<file path="config.mk">
export PLATFORM = sky130hd
export DESIGN_NAME = if_fetch_stage_flat
export DESIGN_NICKNAME = d
export VERILOG_FILES = /design/src/rtl/if_fetch_stage_if.sv /design/src/rtl/if_fetch_stage.sv /design/src/flat_wrapper.sv
export SDC_FILE = /design/constraint.sdc
export NUM_CORES = 1
export LEC_CHECK = 0
export CAP_MARGIN = 15
export CORE_ASPECT_RATIO = 0.75
export CORE_MARGIN = 10
export CORE_UTILIZATION = 40
export CTS_CLUSTER_SIZE = 30
export DETAILED_ROUTE_END_ITERATION = 8
export GPL_TIMING_DRIVEN = 0
export HOLD_SLACK_MARGIN = 0.1
export PLACE_DENSITY = 0.75
export SYNTH_ARGS = -nofsm -noshare
export SYNTH_HDL_FRONTEND = slang
export SYNTH_SLANG_ARGS = --single-unit
export TNS_END_PERCENT = 30
</file>
<file path="constraint.sdc">
create_clock -name clk -period 1.7 [get_ports clk]
set_input_delay 0.34 -clock clk [delete_from_list [all_inputs] [get_ports clk]]
set_output_delay 0.34 -clock clk [all_outputs]
set_load 0.1 [all_outputs]
</file>
<file path="src/rtl/if_fetch_stage_if.sv">
// Instruction-memory fetch bus: one request at a time via a req/ready
// handshake, with the read data returned later on rvalid.
interface if_fetch_stage_if #(
  parameter int PC_WIDTH   = 8,
  parameter int INST_WIDTH = 32
) ();
  logic                  imem_req;
  logic [PC_WIDTH-1:0]   imem_addr;
  logic                  imem_ready;
  logic                  imem_rvalid;
  logic [INST_WIDTH-1:0] imem_rdata;

  modport master (
    output imem_req,
    output imem_addr,
    input  imem_ready,
    input  imem_rvalid,
    input  imem_rdata
  );

  modport slave (
    input  imem_req,
    input  imem_addr,
    output imem_ready,
    output imem_rvalid,
    output imem_rdata
  );
endinterface

</file>
<file path="src/rtl/if_fetch_stage.sv">
// Instruction-fetch stage feeding the IF/ID register. Owns the fetch PC,
// keeps a single request outstanding to instruction memory, buffers the
// returned word and squashes wrong-path fetches on redirect.
module if_fetch_stage #(
  parameter int                  PC_WIDTH   = 8,
  parameter int                  INST_WIDTH = 32,
  parameter logic [PC_WIDTH-1:0] RESET_PC   = '0,
  parameter int                  PC_STEP    = 4
) (
  input  logic                  clk,
  input  logic                  rst_n,
  input  logic                  stall,
  input  logic                  redirect,
  input  logic [PC_WIDTH-1:0]   redirect_PC,
  if_fetch_stage_if.master      imem,
  output logic [PC_WIDTH-1:0]   PC,
  output logic [INST_WIDTH-1:0] instruction,
  output logic                  unvalid_PC
);

  typedef enum logic [1:0] {S_REQ, S_WAIT, S_KILL} state_t;

  state_t                r_state;
  state_t                w_state_nxt;
  logic [PC_WIDTH-1:0]   r_fetch_pc;
  logic [PC_WIDTH-1:0]   r_inflight_pc;
  logic [PC_WIDTH-1:0]   r_pc;
  logic [INST_WIDTH-1:0] r_instr;
  logic                  r_buf_valid;
  logic                  w_req;
  logic                  w_accept;
  logic                  w_fill;
  logic                  w_consume;

  // Sequential PC step; wraps modulo 2^PC_WIDTH with no alignment check.
  function automatic logic [PC_WIDTH-1:0] pc_inc(input logic [PC_WIDTH-1:0] pc);
    return pc + PC_WIDTH'(PC_STEP);
  endfunction

  // Next state and request; redirect overrides every other transition.
  always_comb begin
    w_state_nxt = r_state;
    w_req       = 1'b0;
    w_fill      = 1'b0;
    case (r_state)
      S_REQ: begin
        // Request only when the buffer is free or is being taken this edge;
        // held low while reset is asserted.
        w_req = rst_n & (!r_buf_valid | !stall);
        if (w_req && imem.imem_ready) begin
          // A request accepted during a redirect is already wrong-path.
          w_state_nxt = redirect ? S_KILL : S_WAIT;
        end
      end
      S_WAIT: begin
        if (imem.imem_rvalid) begin
          w_state_nxt = S_REQ;
          w_fill      = !redirect;
        end else if (redirect) begin
          w_state_nxt = S_KILL;
        end
      end
      S_KILL: begin
        // Swallow the one stale response still owed by memory.
        if (imem.imem_rvalid) w_state_nxt = S_REQ;
      end
      default: w_state_nxt = S_REQ;
    endcase
  end

  assign w_accept       = w_req & imem.imem_ready;
  assign w_consume      = r_buf_valid & !stall & !redirect;
  assign imem.imem_req  = w_req;
  assign imem.imem_addr = r_fetch_pc;

  // FSM state, fetch PC and the address of the request in flight.
  always_ff @(posedge clk or negedge rst_n) begin
    if (!rst_n) begin
      r_state       <= S_REQ;
      r_fetch_pc    <= RESET_PC;
      r_inflight_pc <= RESET_PC;
    end else begin
      r_state <= w_state_nxt;
      if (redirect) begin
        r_fetch_pc <= redirect_PC;
      end else if (w_fill) begin
        r_fetch_pc <= pc_inc(r_fetch_pc);
      end
      if (w_accept) r_inflight_pc <= r_fetch_pc;
    end
  end

  // One-entry output buffer presented to IF/ID; contents hold when empty.
  always_ff @(posedge clk or negedge rst_n) begin
    if (!rst_n) begin
      r_buf_valid <= 1'b0;
      r_pc        <= '0;
      r_instr     <= '0;
    end else if (w_fill) begin
      r_buf_valid <= 1'b1;
      r_pc        <= r_inflight_pc;
      r_instr     <= imem.imem_rdata;
    end else if (redirect || w_consume) begin
      r_buf_valid <= 1'b0;
    end
  end

  // Redirect bubbles IF/ID combinationally in the same cycle.
  assign unvalid_PC  = !r_buf_valid | redirect;
  assign PC          = r_pc;
  assign instruction = r_instr;

endmodule

</file>
<file path="src/flat_wrapper.sv">
// flat-port wrapper written by rule: the top's interface ports become plain ports
module if_fetch_stage_flat 
#(
  parameter int                  PC_WIDTH   = 8,
  parameter int                  INST_WIDTH = 32,
  parameter logic [PC_WIDTH-1:0] RESET_PC   = '0,
  parameter int                  PC_STEP    = 4
)
  (clk, rst_n, stall, redirect, redirect_PC, PC, instruction, unvalid_PC, imem_imem_req, imem_imem_addr, imem_imem_ready, imem_imem_rvalid, imem_imem_rdata);
  if_fetch_stage_if #(.PC_WIDTH(PC_WIDTH), .INST_WIDTH(INST_WIDTH)) imem_i ();
  input  logic clk;
  input  logic rst_n;
  input  logic stall;
  input  logic redirect;
  input  logic [PC_WIDTH-1:0] redirect_PC;
  output logic [PC_WIDTH-1:0] PC;
  output logic [INST_WIDTH-1:0] instruction;
  output logic unvalid_PC;
  output wire logic [$bits(imem_i.imem_req)-1:0] imem_imem_req;
  output wire logic [$bits(imem_i.imem_addr)-1:0] imem_imem_addr;
  input wire logic [$bits(imem_i.imem_ready)-1:0] imem_imem_ready;
  input wire logic [$bits(imem_i.imem_rvalid)-1:0] imem_imem_rvalid;
  input wire logic [$bits(imem_i.imem_rdata)-1:0] imem_imem_rdata;
  assign imem_imem_req = imem_i.imem_req;
  assign imem_imem_addr = imem_i.imem_addr;
  assign imem_i.imem_ready = imem_imem_ready;
  assign imem_i.imem_rvalid = imem_imem_rvalid;
  assign imem_i.imem_rdata = imem_imem_rdata;
  if_fetch_stage #(.PC_WIDTH(PC_WIDTH), .INST_WIDTH(INST_WIDTH), .RESET_PC(RESET_PC), .PC_STEP(PC_STEP)) u_core (.clk(clk), .rst_n(rst_n), .stall(stall), .redirect(redirect), .redirect_PC(redirect_PC), .imem(imem_i), .PC(PC), .instruction(instruction), .unvalid_PC(unvalid_PC));
endmodule
</file>
util_map.png
11 x 9 tiles, from white (low) to dark blue (high), 0 to 100% covered.
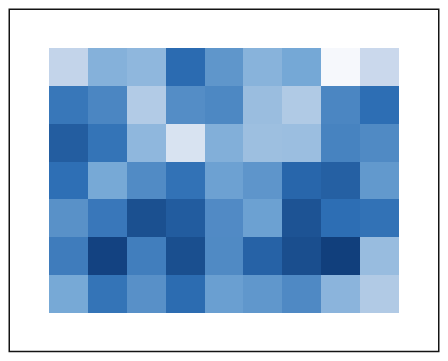
fullest tile = 94%
tiles over 75% full = 15%
nearly empty tiles = 36%
CORE AREA: 0.00577 mm^2
Final Util: 64.3%
Initial Util: 41.1%

placed.png
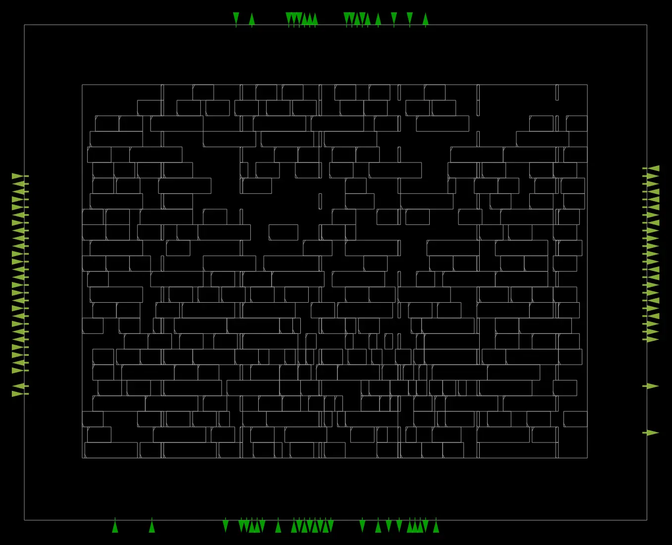
Layout Cells excl Fill: 351
flip-flops: 59

==> results.toml <==
# yosys + openroad results
[timing]
fin_hold_ws_ns = 0.495
fin_ws_ns = 0.0273
drv_slew = 0
fin_crit_ns = 1.67
finalSetupViolations = 0
worstMarginPinSlew_ns = 0.916
period_used_pct = 98.4

[synth]
ys_cells = 159
syn_area_mm2 = 0.00237
syn-instance-count = 159
yosysWarnings = 0

[cts]
ctsRootBufferMaster = "clkbuf_8"
clock_latency_ns = 0.33
cts_buffers = 9

[worst_setup_path]
worstPathRequired_ns = 1.36
r2r-start = "u_core.r_state[1]"
startpoint_type = "register"

[run_status]
outcome = "complete, no violations"

[power_and_ir_drop]
power_combinational_uw = 3910
leakagePower_uw = 0.00160
ir_drop_v = 0.00109
clkPwrFrac_pct = 15.8

[grt]
grt_pass1_vias = 1818

[floorplan]
die_w_um = 109
io_pins = 96

[placement]
portBuffers = 94
dp_hpwl_um = 4450

[worst_hold_path]
hp-class = "register to register"

[detailed_routing]
via_per_inst = 4.79

[flow_run]
tool_warnings = 29
m2.png
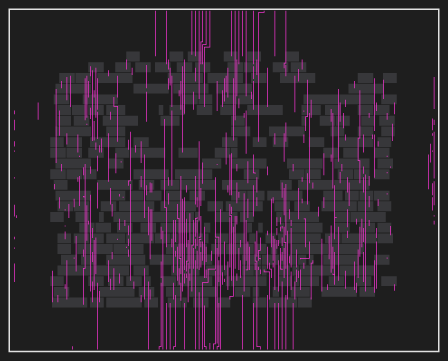
main direction = vertical
longest straight run = 35.5 um
nets with wire on the layer = 292
wire length on this layer = 2740 um
share of all routed wire = 46%
Post-Route WL: 5920 um
DR vias: 1681
met2 usage: 20.1%

ff_map.png
Other sequential cells in the stronger grey, the rest of the logic in the fainter grey.
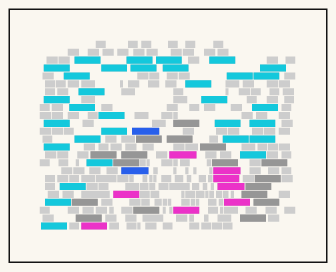
cyan -> u_core.instruction  # sequential cells 32
blue -> u_core.r_state  # sequential cells 2
magenta -> u_core.imem.imem_addr  # sequential cells 8
not coloured = 17
register share of the cell area: 40.0%
FF+latch area: 0.00148 mm^2
Seq. pwr: 2030 uW

==> cell type report <==
| type | count | area (um^2) | area share, % |
|---|---|---|---|
| sequential | 59 | 1480 | 40.0 |
| timing repair buffer | 98 | 1050 | 28.4 |
| multi-input combinational | 91 | 831 | 22.4 |
| clock buffer | 14 | 163 | 4.39 |
| tap | 78 | 97.6 | 2.63 |
| buffer | 7 | 62.6 | 1.69 |
| clock inverter | 2 | 10.0 | 0.270 |
| inverter | 2 | 7.51 | 0.203 |
==> sequential cells by signal, indices dropped and copies added, names as in the netlist <==
name / flops
u_core.r_buf_valid: 1
u_core.imem.imem_addr: 8
u_core.r_state: 2
u_core.instruction: 32
u_core.r_inflight_pc: 8
u_core.PC: 8
==> per-stage QoR <==
step / cells / power, uW / setup TNS [ns] / utilization (%) / area (um^2)
after floorplan: 159 / 5050 / -0.0505 / - / 2370
after CTS: 351 / 7150 / -0.195 / 64.4 / 3710
after detailed placement: 332 / 6080 / -22.51 / 59.4 / 3430
after global routing: 351 / 7360 / -0.0498 / 64.3 / 3700
final: 351 / 7060 / 0 / 64.3 / 3700
after global placement: 331 / 6030 / -143.45 / 59.2 / 3410
==> repair_timing <==
action / 4_1_cts / 5_1_grt
buffers inserted: 0 / 0
resized: 161 / 11
setup endpoints to repair: 51 / 46
endpoints found under the hold margin: 20 / 0
hold buffers: 3 / 0
==> synth_stat cells (all sizes together) <==
| library cell | count |
|---|---|
| buf | 3 |
| a31oi | 1 |
| mux2i | 1 |
| clkbuf | 4 |
| or3 | 1 |
| ha | 1 |
| o32ai | 1 |
| o211ai | 1 |
| nand2 | 10 |
| and4 | 1 |
| nand3 | 3 |
| mux2 | 50 |
| a41oi | 1 |
| nand3b | 1 |
| nor3 | 1 |
| a21oi | 1 |
| xor2 | 2 |
| o21ai | 4 |
| nand4b | 2 |
| or4b | 1 |
| nor2b | 1 |
| and3 | 1 |
| or4 | 1 |
| inv | 2 |
| o311ai | 1 |
| nor2 | 4 |
| dfrtp | 59 |
==> worst paths after layout <==
path / end / cells after the start
min reg2reg: u_core.instruction[11] / 1
max in group asynchronous: u_core.instruction[8] / 2
min: u_core.instruction[11] / 1
max reg2reg: u_core.PC[7] / 4
min in group asynchronous: u_core.imem.imem_addr[7] / 4
max: imem_imem_req / 3
==> logic make-up (layout without fill, tap and decap cells) <==
| group | Yosys count | count (layout) | synth area share [%] |
|---|---|---|---|
| DFF | 59 | 59 | 62.3 |
| buffers and inverters | 9 | 123 | 2.96 |
| xor gates and xnor gates | 2 | 2 | 0.740 |
| muxes | 51 | 51 | 24.2 |
| adders and majority gates | 1 | 1 | 0.528 |
| and+or+nand+nor | 27 | 27 | 6.50 |
| AOI/OAI and AO/OA | 10 | 10 | 2.75 |
==> per-layer routing <==
metal	vias up	part of all wire [%]	global-route usage, %
met5	-	0	0
met4	0	1.4	6.33
met3	6	11	7.71
met2	67	46	20.1
met1	824	42	14.8
li1	784	-	-
==> worst max-delay path, stage by stage (launching register included) <==
cell,delay [ns]
dfrtp_2,0.45
nor2_1,0.14
and3_1,0.23
buf_12,0.19
No activity file was given, so power comes from the tool's default toggle rates.
